==> src/rtl/io_pkg.sv <==
// Shared constants and types for the switch input-conditioning stage.
// The debounce feature is enabled by defining IO_SW_DEBOUNCE_EN.
package io_pkg;

   localparam int IO_SW_WIDTH             = 32;
   localparam int DEFAULT_NUM_SW          = 18;
   localparam int DEFAULT_SYNC_STAGES     = 2;
   // 10 ms at 50 MHz
   localparam int DEFAULT_DEBOUNCE_CYCLES = 500000;

   typedef enum logic {
      DB_STABLE = 1'b0,
      DB_COUNT  = 1'b1
   } debounce_state_e;

endpackage

==> src/rtl/sw_debounce_bit.sv <==
// One switch bit: multi-flop synchroniser followed by a debounce FSM.
// With IO_SW_DEBOUNCE_EN defined, a change is committed only after
// DEBOUNCE_CYCLES+1 consecutive cycles where the synchronised input differs
// from the committed value. Without it, the synchronised input is simply
// registered. o_state exposes the FSM state for observation.
module sw_debounce_bit
   import io_pkg::*;
#(
   parameter int SYNC_STAGES     = DEFAULT_SYNC_STAGES,
   parameter int DEBOUNCE_CYCLES = DEFAULT_DEBOUNCE_CYCLES
) (
   input  logic            i_clk,
   input  logic            i_reset,
   input  logic            i_raw,
   output logic            o_sw,
   output logic            o_edge,
   output debounce_state_e o_state
);

   logic [SYNC_STAGES-1:0] sync;
   logic                   s;

   // Shift the asynchronous pin through the synchroniser chain.
   always_ff @(posedge i_clk or posedge i_reset) begin
      if (i_reset) begin
         sync <= '0;
      end else begin
         sync <= {sync[SYNC_STAGES-2:0], i_raw};
      end
   end

   assign s = sync[SYNC_STAGES-1];

`ifdef IO_SW_DEBOUNCE_EN
   localparam int             CW        = $clog2(DEBOUNCE_CYCLES + 1);
   localparam logic [CW-1:0]  COUNT_MAX = CW'(DEBOUNCE_CYCLES);

   debounce_state_e state;
   logic [CW-1:0]   count;

   // Debounce FSM: count consecutive mismatches, commit when the run is long
   // enough, abandon the run on any bounce back. The counter stops at
   // COUNT_MAX because reaching it always commits and clears it.
   always_ff @(posedge i_clk or posedge i_reset) begin
      if (i_reset) begin
         state  <= DB_STABLE;
         count  <= '0;
         o_sw   <= 1'b0;
         o_edge <= 1'b0;
      end else begin
         o_edge <= 1'b0;
         case (state)
            DB_STABLE: begin
               if (s != o_sw) begin
                  state <= DB_COUNT;
                  count <= CW'(1);
               end else begin
                  count <= '0;
               end
            end
            DB_COUNT: begin
               if (s == o_sw) begin
                  state <= DB_STABLE;
                  count <= '0;
               end else if (count == COUNT_MAX) begin
                  o_sw   <= s;
                  o_edge <= 1'b1;
                  state  <= DB_STABLE;
                  count  <= '0;
               end else begin
                  count <= count + CW'(1);
               end
            end
            default: begin
               state <= DB_STABLE;
               count <= '0;
            end
         endcase
      end
   end

   assign o_state = state;
`else
   localparam int unused_debounce_cycles = DEBOUNCE_CYCLES;

   // Plain registered copy of the synchronised bit with a change pulse.
   always_ff @(posedge i_clk or posedge i_reset) begin
      if (i_reset) begin
         o_sw   <= 1'b0;
         o_edge <= 1'b0;
      end else begin
         o_sw   <= s;
         o_edge <= s ^ o_sw;
      end
   end

   assign o_state = DB_STABLE;
`endif

endmodule

==> src/rtl/io_sw_conditioner.sv <==
// Switch input conditioner feeding the processor's i_io_sw port.
// Instantiates one sw_debounce_bit per physical switch and assembles the
// 32-bit switch and edge words; bits above NUM_SW are constant zero.
// Debouncing is enabled by defining IO_SW_DEBOUNCE_EN.
module io_sw_conditioner
   import io_pkg::*;
#(
   parameter int NUM_SW          = DEFAULT_NUM_SW,
   parameter int SYNC_STAGES     = DEFAULT_SYNC_STAGES,
   parameter int DEBOUNCE_CYCLES = DEFAULT_DEBOUNCE_CYCLES
) (
   input  logic                   i_clk,
   input  logic                   i_reset,
   input  logic [IO_SW_WIDTH-1:0] i_sw_raw,
   output logic [IO_SW_WIDTH-1:0] o_io_sw,
   output logic [IO_SW_WIDTH-1:0] o_sw_edge,
   output logic                   o_sw_changed
);

   logic [NUM_SW-1:0] sw_bits;
   logic [NUM_SW-1:0] edge_bits;
   debounce_state_e   unused_db_state [NUM_SW];
   logic              unused_raw;

   // Pins above NUM_SW have no logic behind them.
   assign unused_raw = ^i_sw_raw;

   // One independent conditioner per physical switch.
   for (genvar b = 0; b < NUM_SW; b++) begin : g_bit
      sw_debounce_bit #(
         .SYNC_STAGES     (SYNC_STAGES),
         .DEBOUNCE_CYCLES (DEBOUNCE_CYCLES)
      ) u_bit (
         .i_clk   (i_clk),
         .i_reset (i_reset),
         .i_raw   (i_sw_raw[b]),
         .o_sw    (sw_bits[b]),
         .o_edge  (edge_bits[b]),
         .o_state (unused_db_state[b])
      );
   end

   assign o_io_sw      = IO_SW_WIDTH'(sw_bits);
   assign o_sw_edge    = IO_SW_WIDTH'(edge_bits);
   assign o_sw_changed = |edge_bits;

endmodule
==> config.mk <==
export PLATFORM = sky130hd
export DESIGN_NAME = io_sw_conditioner
export DESIGN_NICKNAME = d
export VERILOG_FILES = /design/src/rtl/io_pkg.sv /design/src/rtl/sw_debounce_bit.sv /design/src/rtl/io_sw_conditioner.sv
export SDC_FILE = /design/constraint.sdc
export NUM_CORES = 1
export LEC_CHECK = 0
export ABC_CLOCK_PERIOD_IN_PS = 2100
export CAP_MARGIN = 15
export CORE_MARGIN = 2
export CORE_UTILIZATION = 35
export DETAILED_ROUTE_END_ITERATION = 10
export PLACE_DENSITY = 0.69
export SLEW_MARGIN = 20
export SYNTH_ARGS = -nofsm -noshare
export SYNTH_HDL_FRONTEND = slang
export SYNTH_SLANG_ARGS = --single-unit
==> constraint.sdc <==
create_clock -name i_clk -period 2.1 [get_ports i_clk]
set_clock_uncertainty 0.1 [all_clocks]
set_input_delay 0.21 -clock i_clk [delete_from_list [all_inputs] [get_ports i_clk]]
set_output_delay 0.21 -clock i_clk [all_outputs]
set_load 0.005 [all_outputs]
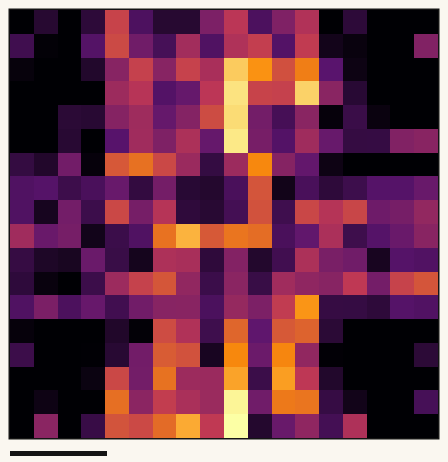
(run_1/route_heat.png)
Bar = 20 um. 18 x 18 tiles, from black (low) to pale yellow (high), scaled to the fullest tile. Values are wire area over tile area, all layers added.
mean over tiles: 0.071
densest ninth of the die: bottom centre
fullest tile: 0.26
nearly empty tiles: 22%
tiles over half the peak: 19%
vias after detailed routing: 1040
total global routing track utilization: 0.0966

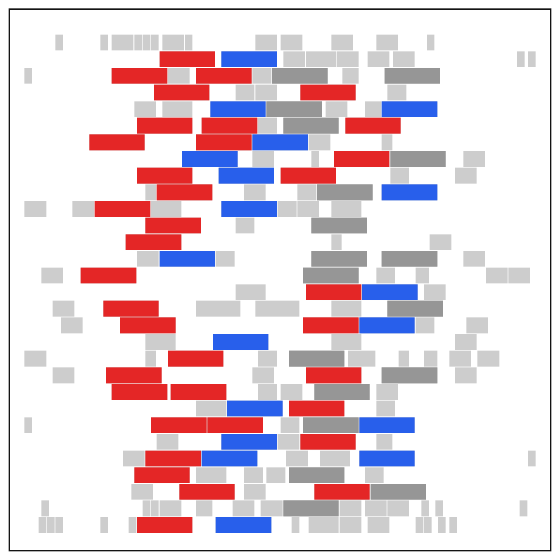
(run_1/ff_map.png)
Other sequential cells in the stronger grey, the rest of the logic in the fainter grey.
| colour | name in the netlist | sequential cells |
|---|---|---|
| red | g_bit.u_bit.sync | 36 |
| blue | g_bit.u_bit.o_sw | 18 |
sequential logic power: 1.52 mW
register share of the cell area: 0.596
Reg area: 1800 sq um

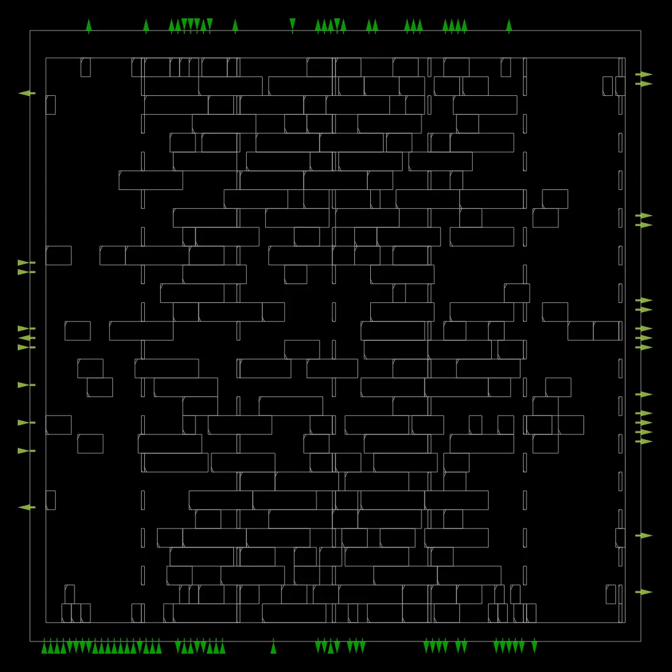
(run_1/placed.png)
Floorplan Core Area: 6830 sq um
Core Util, Final: 0.443

==> GITHUB_STEP_SUMMARY, run 1 <==
## Implementation flow summary

| Metric | Value |
|---|---|
| Type of element launching the critical path | `flip-flop` |
| Antenna violations before repair | `0` |
| Critical Path End | `o_sw_changed` |
| Initial core utilization | `0.364` |
| Fraction of final layout cells sized beyond drive strength 1 | `0.105` |
| Clk buf depth | `2` |
| Clock power share | `0.358` |
| Vert. Die Dim | `88.3 um` |
| Number of setup violations in the final report | `1` |
| Required @ worst endpoint | `1.79 ns` |
| Post-layout min period | `2.15 ns` |
| Die Wd | `88.3 um` |
| Pre-CTS worst setup slack | `-0.0662 ns` |
| Post-synthesis cell count from yosys | `162` |
| FILL cells | `636` |
| CP arrival | `1.84 ns` |
| Clock tree from TritonCTS | `built` |
| Result of the run | `finished, violations left` |
| Failing checks | `negative setup slack` |
| Post-route setup slack | `-0.0547 ns` |
| Hold crit path type | `input port to async pin` |
| Maximum number of pins on one net before global-route repair | `27` |
| Total leakage power | `1.35 nW` |
| Number of max-cap violations | `0` |
| Number of library cell types mapped by synthesis | `8` |
[run 1: Yosys cell counts, drive strengths merged]
master  number  area, sq um
dfrtp       72         1800
buf         64          480
xor2        18          158
nor4         3         18.8
or4          2         15.0
conb         1         3.75
inv          1         3.75
nand3        1         5.00
[run 1: worst max-delay path, cell delays in order, from the launching register on]
cell	delay (ns)
sky130_fd_sc_hd__dfrtp_1	0.39
sky130_fd_sc_hd__or4_1	0.51
sky130_fd_sc_hd__or4_1	0.46
sky130_fd_sc_hd__buf_2	0.14
[run 1: through the flow]
step	cell area (sq um)	hold WS (ns)	setup TNS [ns]	instances
2_1_floorplan	2590	0.141	0	189
3_3_place_gp	2840	0.232	-0.0610	280
3_5_place_dp	2840	0.235	-0.0662	280
4_1_cts	3020	0.169	-0.0860	296
5_1_grt	3020	0.188	-0.128	296
6_report	3020	0.170	-0.0547	296
[run 1: final cells by class]
type / instances / area [sq um] / share of cell area
Clock buffer: 13 / 169 / 0.0559
Multi-Input combinational cell: 52 / 308 / 0.102
Clock inverter: 3 / 15.0 / 0.00496
Inverter: 1 / 7.51 / 0.00248
Sequential cell: 72 / 1800 / 0.596
Tap cell: 96 / 120 / 0.0397
Timing Repair Buffer: 59 / 603 / 0.199
[run 1: kinds of logic after synthesis]
group / Yosys count / synth area share
DFF: 72 / 0.725
xor gates and xnor gates: 18 / 0.0634
other: 1 / 0.00151
buffers and inverters: 65 / 0.195
and+or+nand+nor: 6 / 0.0156
[run 1: power by group through the flow]
stage | clock network [mW] | logic (mW) | registers, mW
finish | 0.974 | 0.222 | 1.52
global route | 1.08 | 0.245 | 1.53
CTS | 1.02 | 0.227 | 1.53
detailed placement | 0 | 0.226 | 1.55
global placement | 0 | 0.223 | 1.55
floorplan | 0 | 0.173 | 1.54
[run 1: what timing repair did]
| item | 4_1_cts | 5_1_grt |
|---|---|---|
| buffers inserted | 0 | 0 |
| setup endpoints to repair | 1 | 1 |
| resized | 5 | 0 |
[run 1: worst min-delay path by stage]
stage                       startpoint                      end  cells past startpoint
2_1_floorplan              i_sw_raw[0]   g_bit[0].u_bit.sync[0]                      0
3_3_place_gp   g_bit[13].u_bit.sync[0]  g_bit[13].u_bit.sync[1]                      0
3_5_place_dp   g_bit[12].u_bit.sync[0]  g_bit[12].u_bit.sync[1]                      0
4_1_cts                        i_reset   g_bit[9].u_bit.sync[0]                      2
5_1_grt                   i_sw_raw[13]  g_bit[13].u_bit.sync[0]                      1
6_report                       i_reset      g_bit[9].u_bit.o_sw                      2
[run 1: registers in the layout (all words and copies together) (netlist names)]
register	flops
g_bit.u_bit.o_edge	18
g_bit.u_bit.sync	36
g_bit.u_bit.o_sw	18
[run 1: per-layer routing]
layer / up-vias / share of wire / track usage
li1: 483 / - / -
met1: 507 / 0.40 / 0.113
met2: 39 / 0.49 / 0.137
met3: 11 / 0.071 / 0.0345
met4: 0 / 0.039 / 0.0909
met5: - / 0 / 0
==> run 2, diff against run 1 <==
- SLEW_MARGIN: 20 -> 5
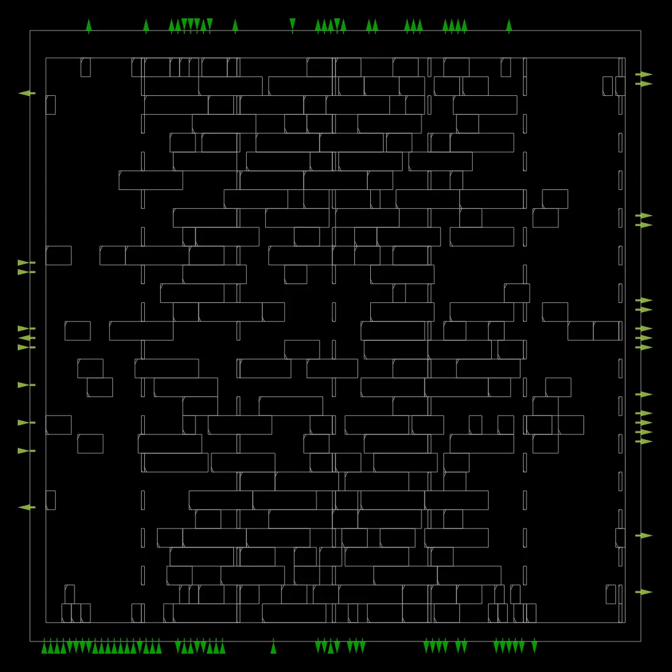
(run_2/placed.png)
number of flip-flops and latches: 72
Layout Cells excl Fill: 296
well tap count: 96

==> run 2 against run 1 <==
Effect of this change:
- the run still ends with negative setup slack left
- final cell count is the same
- area after synthesis is the same
- maximum frequency is the same
- synthesized cell count is the same
- largest cell class unchanged
- largest power group unchanged
- highest routed layer unchanged
==> GITHUB_STEP_SUMMARY, run 2 <==
## Implementation flow summary

| Metric | Value |
|---|---|
| Post-layout min period | `2.15 ns` |
| Cell-by-cell listing of the critical path | `or4_1 -> or4_1 -> buf_2` |
| Register with the most flip-flops | `g_bit.u_bit.sync` |
| Top delay family on crit path | `simple AND/OR/NAND/NOR gates` |
| Failing checks | `negative setup slack` |
| Most used standard cell by instance count after synthesis | `sky130_fd_sc_hd__dfrtp_1` |
| CP arrival | `1.84 ns` |
| Max-area cell share | `0.725` |
| Total global routing track utilization | `0.0966` |
| Biggest registers after layout | `g_bit.u_bit.sync x36, g_bit.u_bit.o_edge x18, g_bit.u_bit.o_sw x18` |
| Maximum number of pins on one net before global-route repair | `27` |
| Post-synth EDFFs | `0` |
| List of most frequent post-synthesis cells | `sky130_fd_sc_hd__dfrtp_1 (72), sky130_fd_sc_hd__buf_4 (64), sky130_fd_sc_hd__xor2_1 (18)` |
| Floorplan Core Area | `6830 sq um` |
| Post-synthesis cell count from yosys | `162` |
| Buffering stage count on the worst path with inverters included | `1` |
| Cell with the largest stage delay on the worst path | `sky130_fd_sc_hd__or4_1` |
| Post-route setup slack | `-0.0547 ns` |
| Die Wd | `88.3 um` |
| Hold crit path type | `input port to async pin` |
| Library cell occupying the most area in the post-synthesis netlist | `sky130_fd_sc_hd__dfrtp_1` |
| Multi-input gate area in the final layout | `308 sq um` |
| FILL cells | `636` |
| Antenna violations before repair | `0` |
| Number of flip-flops in the largest register | `36` |
| Number of setup violations in the final report | `1` |
| Fraction of registers with async set or reset after synthesis | `1.00` |
| Result of the run | `finished, violations left` |
| Total Negative Setup Slacks | `-0.0547 ns` |
| Type of element launching the critical path | `flip-flop` |
| Number of max-cap violations | `0` |
| Number of library cell types mapped by synthesis | `8` |
| Ys flop type | `sky130_fd_sc_hd__dfrtp_1` |
| Vias after detailed routing | `1040` |
| Fraction of final layout cells sized beyond drive strength 1 | `0.105` |
| Clock tree from TritonCTS | `built` |
| Main area contributors | `sky130_fd_sc_hd__dfrtp_1 (72%), sky130_fd_sc_hd__buf_4 (19%), sky130_fd_sc_hd__xor2_1 (6.3%), sky130_fd_sc_hd__nor4_1 (0.75%), sky130_fd_sc_hd__or4_1 (0.60%)` |
| Largest stage delay, worst path | `0.51 ns` |
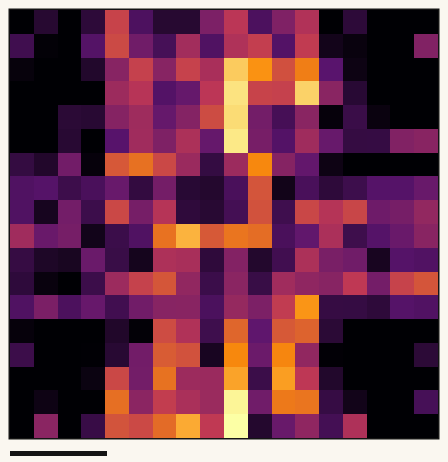
(run_2/route_heat.png)
Bar = 20 um. 18 x 18 tiles, from black (low) to pale yellow (high), scaled to the fullest tile. Values are wire area over tile area, all layers added.
total detailed-routing wirelength: 3.34 mm
routed length per instance: 11.3 um

## run 2: cell counts after synthesis
No cell type changed its count.
## run 2: through the flow
step / instance area, sq um / instances / worst slack [ns] / hold slack, ns / utilization
after floorplan: 2590 / 189 / 0.465 / 0.141 / -
after global placement: 2840 / 280 / -0.0610 / 0.232 / 0.416
after detailed placement: 2840 / 280 / -0.0662 / 0.235 / 0.416
after CTS: 3020 / 296 / -0.0860 / 0.169 / 0.443
after global routing: 3020 / 296 / -0.128 / 0.188 / 0.443
final: 3020 / 296 / -0.0547 / 0.170 / 0.443
## run 2: cells by family (layout without fill, tap and decap cells)
family | after synthesis | after routing | share of synthesized area
xor+xnor | 18 | 18 | 0.0634
buf+inv | 65 | 76 | 0.195
flops | 72 | 72 | 0.725
other cells | 1 | 28 | 0.00151
simple gates | 6 | 6 | 0.0156
## run 2: worst paths after layout
| path | startpoint | end | slack [ns] | cells past startpoint |
|---|---|---|---|---|
| max in group asynchronous | i_reset | g_bit[3].u_bit.sync[0] | 1.24 | 3 |
| min in group i_clk | i_sw_raw[15] | g_bit[15].u_bit.sync[0] | 0.21 | 1 |
| setup / recovery | g_bit[1].u_bit.o_edge | o_sw_changed | -0.05 | 3 |
| hold reg to reg | g_bit[6].u_bit.sync[0] | g_bit[6].u_bit.sync[1] | 0.24 | 0 |
| hold / removal | i_reset | g_bit[9].u_bit.o_sw | 0.17 | 2 |
| setup reg to reg | g_bit[15].u_bit.o_sw | g_bit[15].u_bit.o_edge | 1.32 | 1 |
## run 2: per-layer routing
metal	track usage	vias up	part of all wire
met3	0.0345	11	0.071
met2	0.137	39	0.49
met5	0	-	0
li1	-	483	-
met4	0.0909	0	0.039
met1	0.113	507	0.40
## run 2: final cells by class
type                            count  area share
Sequential cell                    72       0.596
Timing Repair Buffer               59       0.199
Multi-Input combinational cell     52       0.102
Clock buffer                       13      0.0559
Tap cell                           96      0.0397
Clock inverter                      3     0.00496
Inverter                            1     0.00248
## run 2: repair_timing
| action | CTS | global route |
|---|---|---|
| pin swaps | 0 | 0 |
| gates resized | 5 | 0 |
| setup endpoints to repair | 1 | 1 |
## run 2: where the power goes
part / leakage, nW / total [mW] / internal, mW / switching [mW]
logic: 0.413 / 0.222 / 0.142 / 0.0802
clock network: 0.0992 / 0.974 / 0.520 / 0.454
registers: 0.839 / 1.52 / 1.48 / 0.0492
==> run 3, diff against run 2 <==
- CAP_MARGIN: 15 -> not set
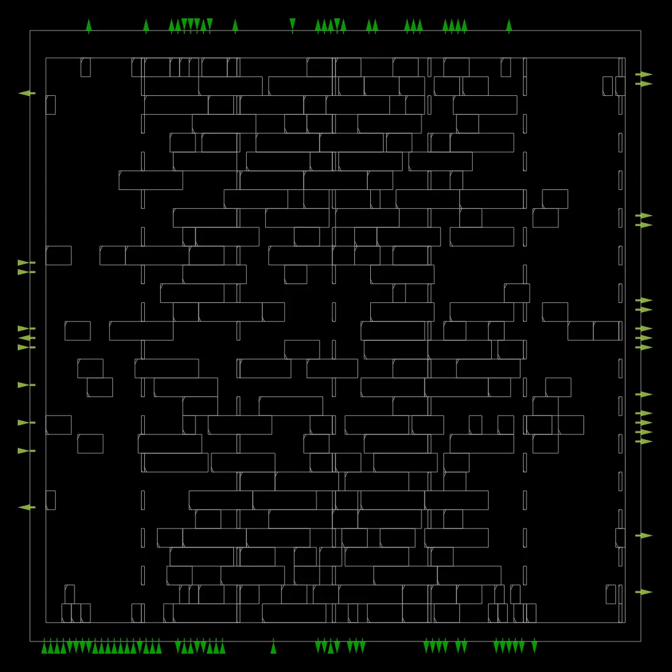
(run_3/placed.png)
FILL cells: 636
Site Rows: 30

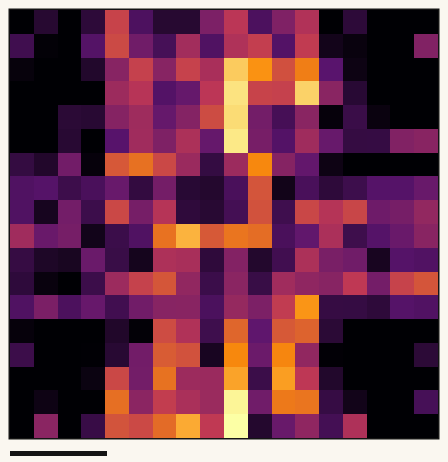
(run_3/route_heat.png)
Bar = 20 um. 18 x 18 tiles, from black (low) to pale yellow (high), scaled to the fullest tile. Values are wire area over tile area, all layers added.
nearly empty tiles: 22%
fullest tile: 0.26
densest ninth of the die: bottom centre

==> run 3 against run 2 <==
Effect of this change:
- the run still ends with negative setup slack left
- flip-flop count unchanged
- total power unchanged
- area after synthesis unchanged
- non-clock buffer count unchanged
- critical path depth unchanged
- sequential power about the same
- critical path type unchanged
==> GITHUB_STEP_SUMMARY, run 3 <==
## Implementation flow summary

| Metric | Value |
|---|---|
| Result of the run | `finished, violations left` |
| Failing checks | `negative setup slack` |
| CP arrival | `1.84 ns` |
| Post-synthesis cell count from yosys | `162` |
| Maximum number of pins on one net before global-route repair | `27` |
| Fraction of registers with async set or reset after synthesis | `1.00` |
| Hold crit path type | `input port to async pin` |
| Post-route setup slack | `-0.0547 ns` |
| Routed length per instance | `11.3 um` |
| Post-CTS setup buffers | `0` |
| Die Wd | `88.3 um` |
| Buffering stage count on the worst path with inverters included | `1` |
| Vias after detailed routing | `1040` |
| Total leakage power | `1.35 nW` |
| Clock tree from TritonCTS | `built` |
| Post-layout min period | `2.15 ns` |
| Register with the most flip-flops | `g_bit.u_bit.sync` |
| Ys flop type | `sky130_fd_sc_hd__dfrtp_1` |
| Number of setup violations in the final report | `1` |
| Largest stage delay, worst path | `0.51 ns` |
| Final Cell Area | `3020 sq um` |
| Type of element launching the critical path | `flip-flop` |
| Total detailed-routing wirelength | `3.34 mm` |
| Required @ worst endpoint | `1.79 ns` |
| List of most frequent post-synthesis cells | `sky130_fd_sc_hd__dfrtp_1 (72), sky130_fd_sc_hd__buf_4 (64), sky130_fd_sc_hd__xor2_1 (18)` |
| Floorplan Core Area | `6830 sq um` |
| Total global routing track utilization | `0.0966` |
| Cell-by-cell listing of the critical path | `or4_1 -> or4_1 -> buf_2` |
| Layout Cells excl Fill | `296` |
| Vert. Die Dim | `88.3 um` |
| Placed insts | `280` |
| Antenna violations before repair | `0` |
| Number of max-cap violations | `0` |
==> run 3: cell counts after synthesis <==
Identical to the previous run, type by type.
==> run 3: cell type report <==
type	instances	area, sq um
Timing Repair Buffer	59	603
Tap cell	96	120
Multi-Input combinational cell	52	308
Fill cell	636	3810
Clock buffer	13	169
Sequential cell	72	1800
Inverter	1	7.51
Clock inverter	3	15.0
==> run 3: final timing paths <==
check | startpoint | cells after the start | slack (ns) | to
setup / recovery | g_bit[1].u_bit.o_edge | 3 | -0.05 | o_sw_changed
hold / removal | i_reset | 2 | 0.17 | g_bit[9].u_bit.o_sw
setup reg to reg | g_bit[15].u_bit.o_sw | 1 | 1.32 | g_bit[15].u_bit.o_edge
hold reg to reg | g_bit[6].u_bit.sync[0] | 0 | 0.24 | g_bit[6].u_bit.sync[1]
max in group asynchronous | i_reset | 3 | 1.24 | g_bit[3].u_bit.sync[0]
min in group i_clk | i_sw_raw[15] | 1 | 0.21 | g_bit[15].u_bit.sync[0]
==> run 3: cell families (layout without fill, tap and decap cells) <==
| family | count (synthesis) | in the layout | share of synthesized area |
|---|---|---|---|
| xor gates and xnor gates | 18 | 18 | 0.0634 |
| DFF | 72 | 72 | 0.725 |
| and+or+nand+nor | 6 | 6 | 0.0156 |
| other | 1 | 28 | 0.00151 |
| buffers and inverters | 65 | 76 | 0.195 |
==> run 3: timing repair <==
action	4_1_cts	5_1_grt
resized	5	0
hold endpoints to repair	0	0
cloned	0	0
setup endpoints to repair	1	1
==> run 3: per-stage QoR <==
step	TNS, ns	setup slack [ns]	hold slack, ns	util
global route	-0.128	-0.128	0.188	0.443
floorplan	0	0.465	0.141	-
finish	-0.0547	-0.0547	0.170	0.443
detailed placement	-0.0662	-0.0662	0.235	0.416
CTS	-0.0860	-0.0860	0.169	0.443
global placement	-0.0610	-0.0610	0.232	0.416
==> run 3: power by group <==
part,leakage [nW],internal (mW),total (mW),switching (mW)
sequential,0.839,1.48,1.52,0.0492
combinational,0.413,0.142,0.222,0.0802
clock,0.0992,0.520,0.974,0.454
==> run 3: metal layers <==
layer	GRT usage	up-vias	part of all wire
met2	0.137	39	0.49
met3	0.0345	11	0.071
met4	0.0909	0	0.039
met1	0.113	507	0.40
met5	0	-	0
li1	-	483	-
No activity file was given, so power comes from the tool's default toggle rates.
